$ cat config.mk
export PLATFORM = sky130hd
export DESIGN_NAME = x9_run_seq_flat
export DESIGN_NICKNAME = d
export VERILOG_FILES = /design/src/rtl/x9_pkg.sv /design/src/rtl/x9_run_seq_if.sv /design/src/rtl/x9_branch_lut.sv /design/src/rtl/x9_run_seq.sv /design/src/flat_wrapper.sv
export SDC_FILE = /design/constraint.sdc
export NUM_CORES = 1
export LEC_CHECK = 0
export ABC_AREA = 1
export CORE_ASPECT_RATIO = 0.75
export CORE_MARGIN = 5
export CORE_UTILIZATION = 40
export CTS_CLUSTER_DIAMETER = 100
export DETAILED_ROUTE_END_ITERATION = 8
export GPL_TIMING_DRIVEN = 1
export MAX_ROUTING_LAYER = met4
export SYNTH_ARGS = -nofsm -noshare
export SYNTH_HDL_FRONTEND = slang
export SYNTH_SLANG_ARGS = --single-unit
$ cat constraint.sdc
create_clock -name clk -period 3.9 [get_ports clk]
set_input_delay 0.78 -clock clk [delete_from_list [all_inputs] [get_ports clk]]
set_output_delay 0.78 -clock clk [all_outputs]
set_load 0.01 [all_outputs]
$ cat src/rtl/x9_pkg.sv
// Shared types and constants for the X9 run-control sequencer.
// The X9_HALT constant only takes effect when the build defines X9_HALT_EN.
package x9_pkg;

    localparam int unsigned X9_IW     = 9;
    localparam int unsigned X9_D_DEF  = 12;
    localparam int unsigned X9_LA_DEF = 4;
    localparam int unsigned X9_CW_DEF = 16;

    localparam logic [X9_IW-1:0] X9_HALT = 9'h1FF;

    typedef enum logic [1:0] {
        IDLE = 2'd0,
        RUN  = 2'd1,
        DONE = 2'd2
    } run_state_t;

endpackage

$ cat src/rtl/x9_run_seq_if.sv
// Bus interface between the X9 run sequencer and the core, ROM and host.
// The master modport is the host side; the slave modport is the sequencer side.
interface x9_run_seq_if #(
    parameter int unsigned D  = 12,
    parameter int unsigned LA = 4,
    parameter int unsigned CW = 16
);
    import x9_pkg::*;

    logic                req;
    logic [D-1:0]        start_addr;
    logic [D-1:0]        end_addr;
    logic [X9_IW-1:0]    mach_code;
    logic                branch_inst;
    logic                one_i;
    logic                pari_i;
    logic                sc_o_i;
    logic                sc_clr;
    logic                sc_en;
    logic                lut_we;
    logic [LA-1:0]       lut_waddr;
    logic [D-1:0]        lut_wdata;

    logic [D-1:0]        prog_ctr;
    logic                step_en;
    logic                sc_q;
    logic                pari_q;
    logic                one_q;
    logic                busy;
    logic                done;
    logic [CW-1:0]       cycle_cnt;

    modport master (
        output req, start_addr, end_addr, mach_code, branch_inst,
               one_i, pari_i, sc_o_i, sc_clr, sc_en,
               lut_we, lut_waddr, lut_wdata,
        input  prog_ctr, step_en, sc_q, pari_q, one_q, busy, done, cycle_cnt
    );

    modport slave (
        input  req, start_addr, end_addr, mach_code, branch_inst,
               one_i, pari_i, sc_o_i, sc_clr, sc_en,
               lut_we, lut_waddr, lut_wdata,
        output prog_ctr, step_en, sc_q, pari_q, one_q, busy, done, cycle_cnt
    );

endinterface

$ cat src/rtl/x9_branch_lut.sv
// Writable branch-target table: posedge write, combinational read, async clear.
// A read of the entry being written in the same cycle returns the old value.
module x9_branch_lut #(
    parameter int unsigned D  = 12,
    parameter int unsigned LA = 4
) (
    input  logic          clk,
    input  logic          reset,
    input  logic          we,
    input  logic [LA-1:0] waddr,
    input  logic [D-1:0]  wdata,
    input  logic [LA-1:0] raddr,
    output logic [D-1:0]  rdata
);

    localparam int unsigned DEPTH = 2 ** LA;

    logic [D-1:0] mem_q [DEPTH];

    always_ff @(posedge clk or negedge reset) begin
        if (!reset) begin
            for (int unsigned i = 0; i < DEPTH; i++) begin
                mem_q[i] <= '0;
            end
        end else if (we) begin
            mem_q[waddr] <= wdata;
        end
    end

    assign rdata = mem_q[raddr];

endmodule

$ cat src/rtl/x9_run_seq.sv
// X9 run-control/fetch sequencer: PC, branch LUT, lagging ALU flags, req/done handshake.
// Define X9_HALT_EN to make mach_code == X9_HALT end a run early.
module x9_run_seq
    import x9_pkg::*;
#(
    parameter int unsigned D  = X9_D_DEF,
    parameter int unsigned LA = X9_LA_DEF,
    parameter int unsigned CW = X9_CW_DEF
) (
    input  logic          clk,
    input  logic          reset,
    x9_run_seq_if.slave   bus
);

`ifdef X9_HALT_EN
    localparam bit HALT_EN = 1'b1;
`else
    localparam bit HALT_EN = 1'b0;
`endif

    run_state_t     state_q, state_d;
    logic [D-1:0]   pc_q, pc_d;
    logic [CW-1:0]  cnt_q, cnt_d;
    logic           sc_q, sc_d;
    logic           pari_q, pari_d;
    logic           one_q, one_d;
    logic           busy_q, done_q;
    logic           step_c;
    logic           halt_c;
    logic [D-1:0]   lut_rdata;

    x9_branch_lut #(.D(D), .LA(LA)) u_lut (
        .clk   (clk),
        .reset (reset),
        .we    (bus.lut_we),
        .waddr (bus.lut_waddr),
        .wdata (bus.lut_wdata),
        .raddr (bus.mach_code[LA-1:0]),
        .rdata (lut_rdata)
    );

    assign halt_c = HALT_EN && (bus.mach_code == X9_HALT);

    always_ff @(posedge clk or negedge reset) begin
        if (!reset) begin
            state_q <= IDLE;
            pc_q    <= '0;
            cnt_q   <= '0;
            sc_q    <= 1'b0;
            pari_q  <= 1'b0;
            one_q   <= 1'b0;
            busy_q  <= 1'b0;
            done_q  <= 1'b0;
        end else begin
            state_q <= state_d;
            pc_q    <= pc_d;
            cnt_q   <= cnt_d;
            sc_q    <= sc_d;
            pari_q  <= pari_d;
            one_q   <= one_d;
            busy_q  <= (state_d == RUN);
            done_q  <= (state_d == DONE);
        end
    end

    // Next state, PC mux, saturating counter and flag capture.
    always_comb begin
        state_d = state_q;
        pc_d    = pc_q;
        cnt_d   = cnt_q;
        sc_d    = sc_q;
        pari_d  = pari_q;
        one_d   = one_q;
        step_c  = 1'b0;
        case (state_q)
            IDLE: begin
                if (bus.req) begin
                    pc_d    = bus.start_addr;
                    cnt_d   = '0;
                    sc_d    = 1'b0;
                    pari_d  = 1'b0;
                    one_d   = 1'b0;
                    state_d = RUN;
                end
            end
            RUN: begin
                if ((pc_q == bus.end_addr) || halt_c) begin
                    state_d = DONE;
                end else begin
                    step_c = 1'b1;
                    if (cnt_q != {CW{1'b1}}) begin
                        cnt_d = cnt_q + CW'(1);
                    end
                    // one_q is the flag of the previously executed instruction.
                    pc_d   = (bus.branch_inst && one_q) ? lut_rdata : pc_q + D'(1);
                    pari_d = bus.pari_i;
                    one_d  = bus.one_i;
                    if (bus.sc_clr) begin
                        sc_d = 1'b0;
                    end else if (bus.sc_en) begin
                        sc_d = bus.sc_o_i;
                    end
                end
            end
            DONE: begin
                if (!bus.req) begin
                    state_d = IDLE;
                end
            end
            default: state_d = IDLE;
        endcase
    end

    assign bus.prog_ctr  = pc_q;
    assign bus.step_en   = step_c;
    assign bus.sc_q      = sc_q;
    assign bus.pari_q    = pari_q;
    assign bus.one_q     = one_q;
    assign bus.busy      = busy_q;
    assign bus.done      = done_q;
    assign bus.cycle_cnt = cnt_q;

endmodule

$ cat src/flat_wrapper.sv
// flat-port wrapper written by rule: the top's interface ports become plain ports
module x9_run_seq_flat import x9_pkg::*;
#(
    parameter int unsigned D  = X9_D_DEF,
    parameter int unsigned LA = X9_LA_DEF,
    parameter int unsigned CW = X9_CW_DEF
)
  (clk, reset, bus_req, bus_start_addr, bus_end_addr, bus_mach_code, bus_branch_inst, bus_one_i, bus_pari_i, bus_sc_o_i, bus_sc_clr, bus_sc_en, bus_lut_we, bus_lut_waddr, bus_lut_wdata, bus_prog_ctr, bus_step_en, bus_sc_q, bus_pari_q, bus_one_q, bus_busy, bus_done, bus_cycle_cnt);
  x9_run_seq_if #(.D(D), .LA(LA), .CW(CW)) bus_i ();
  input  logic clk;
  input  logic reset;
  input wire logic [$bits(bus_i.req)-1:0] bus_req;
  input wire logic [$bits(bus_i.start_addr)-1:0] bus_start_addr;
  input wire logic [$bits(bus_i.end_addr)-1:0] bus_end_addr;
  input wire logic [$bits(bus_i.mach_code)-1:0] bus_mach_code;
  input wire logic [$bits(bus_i.branch_inst)-1:0] bus_branch_inst;
  input wire logic [$bits(bus_i.one_i)-1:0] bus_one_i;
  input wire logic [$bits(bus_i.pari_i)-1:0] bus_pari_i;
  input wire logic [$bits(bus_i.sc_o_i)-1:0] bus_sc_o_i;
  input wire logic [$bits(bus_i.sc_clr)-1:0] bus_sc_clr;
  input wire logic [$bits(bus_i.sc_en)-1:0] bus_sc_en;
  input wire logic [$bits(bus_i.lut_we)-1:0] bus_lut_we;
  input wire logic [$bits(bus_i.lut_waddr)-1:0] bus_lut_waddr;
  input wire logic [$bits(bus_i.lut_wdata)-1:0] bus_lut_wdata;
  output wire logic [$bits(bus_i.prog_ctr)-1:0] bus_prog_ctr;
  output wire logic [$bits(bus_i.step_en)-1:0] bus_step_en;
  output wire logic [$bits(bus_i.sc_q)-1:0] bus_sc_q;
  output wire logic [$bits(bus_i.pari_q)-1:0] bus_pari_q;
  output wire logic [$bits(bus_i.one_q)-1:0] bus_one_q;
  output wire logic [$bits(bus_i.busy)-1:0] bus_busy;
  output wire logic [$bits(bus_i.done)-1:0] bus_done;
  output wire logic [$bits(bus_i.cycle_cnt)-1:0] bus_cycle_cnt;
  assign bus_i.req = bus_req;
  assign bus_i.start_addr = bus_start_addr;
  assign bus_i.end_addr = bus_end_addr;
  assign bus_i.mach_code = bus_mach_code;
  assign bus_i.branch_inst = bus_branch_inst;
  assign bus_i.one_i = bus_one_i;
  assign bus_i.pari_i = bus_pari_i;
  assign bus_i.sc_o_i = bus_sc_o_i;
  assign bus_i.sc_clr = bus_sc_clr;
  assign bus_i.sc_en = bus_sc_en;
  assign bus_i.lut_we = bus_lut_we;
  assign bus_i.lut_waddr = bus_lut_waddr;
  assign bus_i.lut_wdata = bus_lut_wdata;
  assign bus_prog_ctr = bus_i.prog_ctr;
  assign bus_step_en = bus_i.step_en;
  assign bus_sc_q = bus_i.sc_q;
  assign bus_pari_q = bus_i.pari_q;
  assign bus_one_q = bus_i.one_q;
  assign bus_busy = bus_i.busy;
  assign bus_done = bus_i.done;
  assign bus_cycle_cnt = bus_i.cycle_cnt;
  x9_run_seq #(.D(D), .LA(LA), .CW(CW)) u_core (.clk(clk), .reset(reset), .bus(bus_i));
endmodule
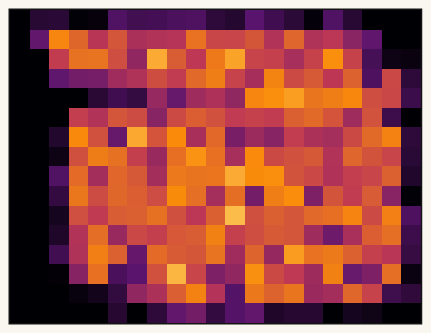
density.png
(2 px per um) 21 x 16 tiles, from black (low) to pale yellow (high), 0 to 100% covered.
- nearly empty tiles: 16%
- mean over tiles: 41%
- densest ninth of the die: middle
- emptiest ninth of the die: bottom left
- tiles over 75% full: 4.2%

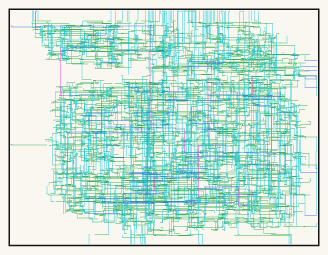
metal_stack.png
(1.5 px per um)
- green: met1 (wire length 15900 um)
- magenta: met4 (wire length 581 um)
- blue: met3 (wire length 1540 um)
- cyan: met2 (wire length 14300 um)
routed length per placed instance: 16.3 um
post-detailed-routing wire length: 32400 um
Via Count: 9981

==> results.txt <==
This note records the results obtained with Yosys and OpenROAD.

Synthesis
The mapped netlist covers 0.0114 sq mm. Dividing the synthesized area by the synthesized cell count gives approximately 7.4 sq um. The synthesis run shows the most used standard cells to be sky130_fd_sc_hd__nand2_1, sky130_fd_sc_hd__dfrtp_1, sky130_fd_sc_hd__o21ai_0. The post-synthesis async set-or-reset flop share is 1.00. The chip area estimate from yosys synthesis is 0.0114 sq mm. Per the post-synthesis report, the number of cells in the design is 1537. The net count after synthesis is around 1600. The most repeated cell in the gate-level netlist after synthesis is sky130_fd_sc_hd__nand2_1.

The dominant synthesized flop cell is sky130_fd_sc_hd__dfrtp_1. The dominant cell type by area after synthesis is sky130_fd_sc_hd__dfrtp_1. The number of cell instances after yosys synthesis is 1537. The share of the yosys chip area belonging to registers is 0.496. Of the post-synthesis cell area, the dominant cell type holds 0.496. The count of state elements after synthesis is approximately 230. Yosys printed 0 warnings.

Final layout
Relative to the synthesized area, the layout overhead comes to 17.9%. The fraction of final layout cells sized beyond drive strength 1 is 0.0616. By instance count after routing, the leading logic cell types are sky130_fd_sc_hd__nand2_1, sky130_fd_sc_hd__dfrtp_1, sky130_fd_sc_hd__o21ai_0. The layout has 2831 filler cells. For the completed layout, the total cell area is recorded as 0.0135 sq mm. The dominant logic cell type in the layout is sky130_fd_sc_hd__nand2_1. The final cell count without fillers is 1991. The repair_antennas step left the layout with diodes totalling 0.

Final timing
For the final routed database, the setup TNS stands at 0 ns. Across all hold checks on the routed design, the worst slack comes to around 0.30 ns. The final number of hold-violating endpoints is 0. The relative max-transition margin is 0.350. The post-route clock skew is 0.0226 ns.

The part of the cycle the worst path needs is 0.833. The total count of max-transition violations in the final report is 0. The worst path in the final design needs a cycle of ~3.2 ns, including I/O delays and setup. Setup repair after global routing left no endpoint under its margin. The setup violation total in the final timing report is 0.

The pin closest to its max-slew limit shows a slew of 0.972 ns.

Power
The total power density per cell area is 563 mW/mm^2. VDD sags by at most between 200 and 300 uV. The reported leakage power is 6.50 nW.

The power after layout is 7.60 mW.

Critical path
In the setup report, the worst path falls into the class in2out. The arrival time of data at the critical path endpoint is 2.47 ns. The data required time at the worst endpoint is 3.12 ns.

The maximum net fanout on the critical path is 3. The critical path startpoint category is an input port. In this run the critical path is formed by clkdlybuf4s50_1 -> inv_1 -> nand2_1 -> nand2_1 -> nor2_1 -> nand2_1 -> nor2_4 -> nand2_1 -> nand2_1 -> inv_1 -> clkdlybuf4s50_1. The timing report shows the most common cell along the critical path to be sky130_fd_sc_hd__nand2_1. The critical path's largest stage delay is 0.48 ns.

The worst setup path is captured at an output port.

Global routing
Entering global routing, the biggest net connects 101 pins. Summed over all routing layers, the global router reports a total usage of 0.209. The number of antenna violations at the first check in global routing is 0.

The final global-route overflow total is 0. The first-pass GRT wire length is approximately 52000 um. The via count of the first global-routing pass is 9342.

Placement
The routability congestion estimate from global placement is 0.822. The quantity of I/O buffers inserted on ports is 87. The instance area after placement is 0.0126 sq mm.

Clock tree
Hold repair after CTS inserted 0 buffers. Looking at the post-CTS report, the setup buffer insertion count equals 0. Counting the buffers created by CTS gives 26. The maximum number of buffers from clock root to sink is 3. The root buffer selected by CTS is sky130_fd_sc_hd__clkbuf_16. The total clock sinks is about 230.

TritonCTS built the clock tree. For the worst-skew pair, the clock arrives at the later sink with an insertion delay of roughly 0.54 ns.

Status
The run finished with clean final reports.

Detailed routing
Detailed-route iteration 0 reported a violation count of approximately 900. Per the post-route antenna check, the number of violating nets is 0. For this run, the detailed router reports a per-instance via density of 5.01. The number of iterations in the first detailed-routing pass is 5. The residual DRC count is 0.

Job
The number of OpenROAD warnings is 33. The number of maximum-capacitance violations recorded for the run is 0.

Die
The x dimension of the die is 205 um. The count of standard-cell rows is 53. 93 I/O pins were placed. The floorplan core area is 0.0281 sq mm. The vertical die size is 156 um. The total die size is 0.0321 sq mm.

Hold path
The class of the worst hold path is in2async.
==> per-stage QoR <==
step	worst slack (ns)	utilization
after floorplan	1.70	-
after global placement	0.640	0.448
after detailed placement	0.644	0.448
after CTS	0.633	0.480
after global routing	0.480	0.480
final	0.650	0.480
==> area by class of cell <==
class | count | area, sq um | share of cell area
timing repair buffer | 116 | 1120 | 0.0832
clock buffer | 39 | 759 | 0.0563
clock inverter | 9 | 135 | 0.0100
sequential | 227 | 5680 | 0.421
inverter | 125 | 469 | 0.0348
multi-input combinational | 1090 | 4850 | 0.359
tap | 385 | 482 | 0.0357
==> path summary, 6_finish.rpt <==
check                                             from                             endpoint  slack [ns]  cells past startpoint
setup / recovery                       bus_end_addr[5]                          bus_step_en        0.65                     11
max in group asynchronous                        reset  u_core.u_lut.mem_q[191]$_DFFE_PN0P_        2.76                      2
hold / removal                                   reset  u_core.u_lut.mem_q[190]$_DFFE_PN0P_        0.30                      1
min in group clk           u_core.bus.sc_q$_DFFE_PN0P_          u_core.bus.sc_q$_DFFE_PN0P_        0.47                      2
hold reg to reg            u_core.bus.sc_q$_DFFE_PN0P_          u_core.bus.sc_q$_DFFE_PN0P_        0.47                      2
setup reg to reg           u_core.state_q[1]$_DFF_PN0_  u_core.bus.cycle_cnt[5]$_DFFE_PN0P_        1.68                      6
==> registers in the layout (all words and copies together), names as in the netlist <==
name	cells
u_core.bus.prog_ctr	12
u_core.bus.pari_q	1
u_core.u_lut.mem_q	192
u_core.bus.done	1
u_core.bus.cycle_cnt	16
u_core.bus.one_q	1
u_core.bus.sc_q	1
u_core.bus.busy	1
u_core.state_q	2
==> where the power goes <==
part	internal (mW)	switching, mW
Clock	1.54	0.985
Combinational	0.773	1.02
Sequential	2.89	0.389
==> per-layer routing <==
metal	up-vias	part of all wire	routed length, um	track usage
met5	-	0	0	-
met4	0	0.018	580	0.0383
met3	48	0.047	1540	0.0278
met2	245	0.44	14300	0.319
met1	4680	0.49	15900	0.303
li1	5008	-	-	-
==> worst max-delay path: cells and delay by family <==
| family | cells | cell delay, ns |
|---|---|---|
| AND/OR/NAND/NOR | 7 | 0.64 |
| buffers and inverters | 4 | 1.04 |
==> logic make-up (layout without fill, tap and decap cells) <==
group,Yosys count,count (layout),synth area share
DFF,227,227,0.496
AOI/OAI and AO/OA,270,270,0.122
adders and majority gates,2,2,0.00219
xor gates and xnor gates,12,12,0.00918
and+or+nand+nor,806,806,0.290
buffers and inverters,220,289,0.0805
Power figures rest on the tool's default switching activity, not on a simulated workload.
